<file path="config.mk">
export PLATFORM = sky130hd
export DESIGN_NAME = regfile_mp_flat
export DESIGN_NICKNAME = d
export VERILOG_FILES = /design/src/rtl/regfile_mp_if.sv /design/src/rtl/regfile_mp.sv /design/src/flat_wrapper.sv
export SDC_FILE = /design/constraint.sdc
export NUM_CORES = 2
export LEC_CHECK = 0
export CAP_MARGIN = 30
export CORE_UTILIZATION = 40
export CTS_CLUSTER_DIAMETER = 100
export DETAILED_ROUTE_END_ITERATION = 8
export PLACE_DENSITY_LB_ADDON = 0.1
export SYNTH_ARGS = -nofsm -noshare
export SYNTH_HDL_FRONTEND = slang
export SYNTH_SLANG_ARGS = --single-unit
</file>
<file path="constraint.sdc">
create_clock -name clk -period 7.5 [get_ports clk]
set_input_delay 0.75 -clock clk [delete_from_list [all_inputs] [get_ports clk]]
set_output_delay 0.75 -clock clk [all_outputs]
set_load 0.02 [all_outputs]
</file>
<file path="src/rtl/regfile_mp_if.sv">
// ---------------------------------------------------------------------------
// regfile_mp_if
//   Bundles the register-file access bus: clear request, two write ports,
//   NREAD packed read ports, busy flag and the FSM debug state.
//
//   Handshake: there is no valid/ready pair. The master may present a write
//   (weN_i) or a clear (clr_i) in any cycle. While busy_o is high, every
//   write is silently dropped and all rd_o lanes read 0. The master stalls
//   on busy_o.
//
//   Modports
//     master : drives clr/we/wa/wd/ra, observes rd_o, busy_o, state_dbg
//     slave  : the register file itself
// ---------------------------------------------------------------------------
interface regfile_mp_if #(
  parameter int DATA_W = 32,
  parameter int ADDR_W = 5,
  parameter int NREAD  = 2
);
  logic                     clr_i;
  logic                     we0_i;
  logic [ADDR_W-1:0]        wa0_i;
  logic [DATA_W-1:0]        wd0_i;
  logic                     we1_i;
  logic [ADDR_W-1:0]        wa1_i;
  logic [DATA_W-1:0]        wd1_i;
  logic [NREAD*ADDR_W-1:0]  ra_i;
  logic [NREAD*DATA_W-1:0]  rd_o;
  logic                     busy_o;
  logic                     state_dbg;  // 0 = IDLE, 1 = CLEAR

  modport master (
    output clr_i, we0_i, wa0_i, wd0_i, we1_i, wa1_i, wd1_i, ra_i,
    input  rd_o, busy_o, state_dbg
  );

  modport slave (
    input  clr_i, we0_i, wa0_i, wd0_i, we1_i, wa1_i, wd1_i, ra_i,
    output rd_o, busy_o, state_dbg
  );
endinterface

</file>
<file path="src/rtl/regfile_mp.sv">
// ---------------------------------------------------------------------------
// regfile_mp
//   Multi-port register file: two write ports, NREAD combinational read
//   ports, optional hardwired-zero entry 0. The array is never reset
//   directly; a sweep engine clears one entry per cycle after reset or on a
//   clr_i pulse, so the storage can map onto RAM.
//
//   Ports
//     clk  : clock, rising edge
//     rst  : synchronous reset, active-high (starts a clear sweep)
//     bus  : regfile_mp_if.slave (clr, 2 write ports, read ports, busy_o,
//            state_dbg)
//
//   Optional feature (macro RF_BYPASS_EN):
//     defined   -> a read matching an active same-cycle write returns the
//                  write data combinationally (port 1 has priority)
//     undefined -> reads return stored contents only
// ---------------------------------------------------------------------------
module regfile_mp #(
  parameter int DATA_W   = 32,
  parameter int ADDR_W   = 5,
  parameter int NREAD    = 2,
  parameter int ZERO_REG = 1
) (
  input  logic         clk,
  input  logic         rst,
  regfile_mp_if.slave  bus
);
  localparam int DEPTH = 2 ** ADDR_W;

  typedef enum logic [0:0] {
    IDLE  = 1'b0,
    CLEAR = 1'b1
  } state_e;

  state_e            state_q, state_d;
  logic [ADDR_W-1:0] ptr_q, ptr_d;
  logic [DATA_W-1:0] mem_q [DEPTH];

  logic w0_en, w1_en, clr_en;

  // Next-state: the sweep visits every entry exactly once; clr_i during a
  // sweep is ignored because CLEAR never looks at it.
  always_comb begin
    state_d = state_q;
    ptr_d   = ptr_q;
    case (state_q)
      IDLE: begin
        if (bus.clr_i) begin
          state_d = CLEAR;
          ptr_d   = '0;
        end
      end
      CLEAR: begin
        ptr_d = ptr_q + ADDR_W'(1);
        if (ptr_q == '1) state_d = IDLE;
      end
      default: begin
        state_d = CLEAR;
        ptr_d   = '0;
      end
    endcase
  end

  always_ff @(posedge clk) begin
    if (rst) begin
      state_q <= CLEAR;
      ptr_q   <= '0;
    end else begin
      state_q <= state_d;
      ptr_q   <= ptr_d;
    end
  end

  // Writes commit only in IDLE, and a clear request in the same cycle wins.
  always_comb begin
    clr_en = (state_q == CLEAR);
    w0_en  = (state_q == IDLE) && !rst && !bus.clr_i && bus.we0_i &&
             !((ZERO_REG != 0) && (bus.wa0_i == '0));
    w1_en  = (state_q == IDLE) && !rst && !bus.clr_i && bus.we1_i &&
             !((ZERO_REG != 0) && (bus.wa1_i == '0));
  end

  // Port 1 is written last so it wins an address collision.
  always_ff @(posedge clk) begin
    if (clr_en) begin
      mem_q[ptr_q] <= '0;
    end else begin
      if (w0_en) mem_q[bus.wa0_i] <= bus.wd0_i;
      if (w1_en) mem_q[bus.wa1_i] <= bus.wd1_i;
    end
  end

  always_comb begin
    bus.rd_o = '0;
    for (int k = 0; k < NREAD; k++) begin
      bus.rd_o[k*DATA_W +: DATA_W] = mem_q[bus.ra_i[k*ADDR_W +: ADDR_W]];
`ifdef RF_BYPASS_EN
      if (w0_en && (bus.wa0_i == bus.ra_i[k*ADDR_W +: ADDR_W]))
        bus.rd_o[k*DATA_W +: DATA_W] = bus.wd0_i;
      if (w1_en && (bus.wa1_i == bus.ra_i[k*ADDR_W +: ADDR_W]))
        bus.rd_o[k*DATA_W +: DATA_W] = bus.wd1_i;
`endif
      if ((state_q == CLEAR) ||
          ((ZERO_REG != 0) && (bus.ra_i[k*ADDR_W +: ADDR_W] == '0)))
        bus.rd_o[k*DATA_W +: DATA_W] = '0;
    end
  end

  assign bus.busy_o    = (state_q == CLEAR);
  assign bus.state_dbg = state_q;

endmodule
</file>
<file path="src/flat_wrapper.sv">
// flat-port wrapper written by rule: the top's interface ports become plain ports
module regfile_mp_flat 
#(
  parameter int DATA_W   = 32,
  parameter int ADDR_W   = 5,
  parameter int NREAD    = 2,
  parameter int ZERO_REG = 1
)
  (clk, rst, bus_clr_i, bus_we0_i, bus_wa0_i, bus_wd0_i, bus_we1_i, bus_wa1_i, bus_wd1_i, bus_ra_i, bus_rd_o, bus_busy_o, bus_state_dbg);
  regfile_mp_if #(.DATA_W(DATA_W), .ADDR_W(ADDR_W), .NREAD(NREAD)) bus_i ();
  input  logic clk;
  input  logic rst;
  input wire logic [$bits(bus_i.clr_i)-1:0] bus_clr_i;
  input wire logic [$bits(bus_i.we0_i)-1:0] bus_we0_i;
  input wire logic [$bits(bus_i.wa0_i)-1:0] bus_wa0_i;
  input wire logic [$bits(bus_i.wd0_i)-1:0] bus_wd0_i;
  input wire logic [$bits(bus_i.we1_i)-1:0] bus_we1_i;
  input wire logic [$bits(bus_i.wa1_i)-1:0] bus_wa1_i;
  input wire logic [$bits(bus_i.wd1_i)-1:0] bus_wd1_i;
  input wire logic [$bits(bus_i.ra_i)-1:0] bus_ra_i;
  output wire logic [$bits(bus_i.rd_o)-1:0] bus_rd_o;
  output wire logic [$bits(bus_i.busy_o)-1:0] bus_busy_o;
  output wire logic [$bits(bus_i.state_dbg)-1:0] bus_state_dbg;
  assign bus_i.clr_i = bus_clr_i;
  assign bus_i.we0_i = bus_we0_i;
  assign bus_i.wa0_i = bus_wa0_i;
  assign bus_i.wd0_i = bus_wd0_i;
  assign bus_i.we1_i = bus_we1_i;
  assign bus_i.wa1_i = bus_wa1_i;
  assign bus_i.wd1_i = bus_wd1_i;
  assign bus_i.ra_i = bus_ra_i;
  assign bus_rd_o = bus_i.rd_o;
  assign bus_busy_o = bus_i.busy_o;
  assign bus_state_dbg = bus_i.state_dbg;
  regfile_mp #(.DATA_W(DATA_W), .ADDR_W(ADDR_W), .NREAD(NREAD), .ZERO_REG(ZERO_REG)) u_core (.clk(clk), .rst(rst), .bus(bus_i));
endmodule
</file>
logic_types.png
(1.5 px per micron)
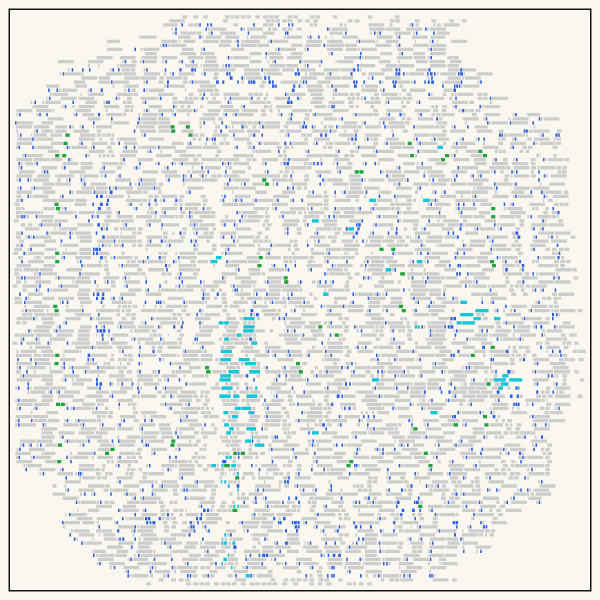
blue -> NAND gates  # cells 1330, most used nand2_1, where spread over the die
cyan -> NOR gates  # cells 82, most used nor4_4
green -> AND-OR and OR-AND gates  # cells 70, most used a22o_1

metal_density.png
(1 px per micron) The die is cut into 39 by 39 equal tiles; white is low, dark blue is high, scaled to the fullest tile. Values are wire area over tile area, all layers added.
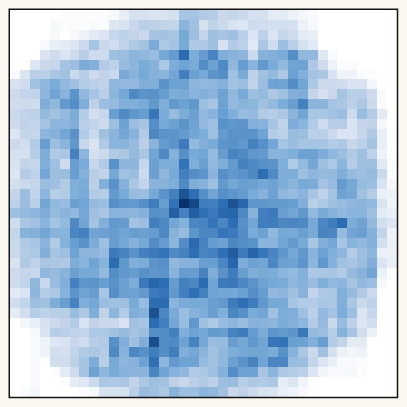
emptiest ninth of the die = north-east
tiles over half the peak = 28%
mean over tiles = 0.30

==> out/qor.csv <==
metric,value,unit
outcome,finished clean,
yosys simple share,10.4,%
R2R setup slack,3.57,ns
"Critical Path, Cell by Cell",buf_4 -> nor3_2 -> buf_4 -> and2_2 -> buf_4 -> nand2_1 -> nand4_1 -> clkdlybuf4s50_1,
Post-Synthesis Cells,5364,
Die Y,387,microns
via count,47200,
max_cap viols,0,
RSZ-0062 raised after global routing,false,
nonclk inv count,35,
Synth async-reset ratio,0,%
"Buf+Inv Stages, Crit Path",4,
TritonCTS Sinks,1030,
slew margin rel.,25.7,%
H-tree levels,4,
Synth flops,1030,
first drt pass iteration count,7,
placed insts,6996,
fin crit period,5.54,ns
XOR/XNOR share of the synthesized area,0,%
area reported by Yosys stat,59200,sq um
sequential cell area fraction in the yosys report,52.1,%
CP Max Fanout,33,
# IOs,155,
Worst Skew,0.0315,ns
CTS tree,done,
syn nets,5455,
Critical Path Start,u_core.bus.busy_o,
CP Launch Type,register,
Area-dominant class,flip-flops and latches,
n_diodes,6,
ys cells,5364,
end of the worst register-to-register path,u_core.mem_q[3][5],
DR iter-0 viols,7167,
final WL,262,mm
Synth mux share,18.4,%
yosys adder share,0.0423,%
number of clock buffers in the layout,172,
Final #Nets,5316,
hold buffers post-CTS,0,
Crit Path Class,reg2out,
vias in the first global route,44200,
fp_density,40.5,%
fraction of layout cells with a size suffix above 1,14.1,%
Tool Warnings,28,
tap cells,1917,
Synth Area per Inst,11.0,sq um
biggest area cells,"edfxtp_1, mux4_2, mux2i_1, o21ai_0, nand2_1",
pin count of the biggest net entering global routing,82,
Non-clk bufs,380,
setup ws final,1.96,ns
port buffer count,154,
WP depth,8,
die x size,387,microns
Hold Path Origin,u_core.ptr_q[2],
total grt overflow,0,
-- per-stage QoR --
stage                     utilization (%)  hold WS, ns  area (sq um)
after global routing                 46.3        0.695         67700
after CTS                            46.1        0.674         67400
after detailed placement             43.4        0.671         63500
after floorplan                         -        0.582         59200
after global placement               42.6        0.626         62300
final                                46.3        0.707         67700
-- power by group --
group          total [mW]  switching (mW)  internal, mW
clock network        5.92            2.58          3.34
logic                1.00           0.644         0.358
registers            6.33          0.0269          6.30
-- metal layers --
metal	share of wire, %	track usage, %
met3	10	6.43
met4	5.1	16.1
met5	0.0096	0
met1	40	46.4
met2	45	53.3
-- registers in the layout, summed over array words and instances, names as in the netlist --
name,flops
u_core.ptr_q,5
u_core.bus.busy_o,1
u_core.mem_q,1024
Power figures rest on the tool's default switching activity, not on a simulated workload.
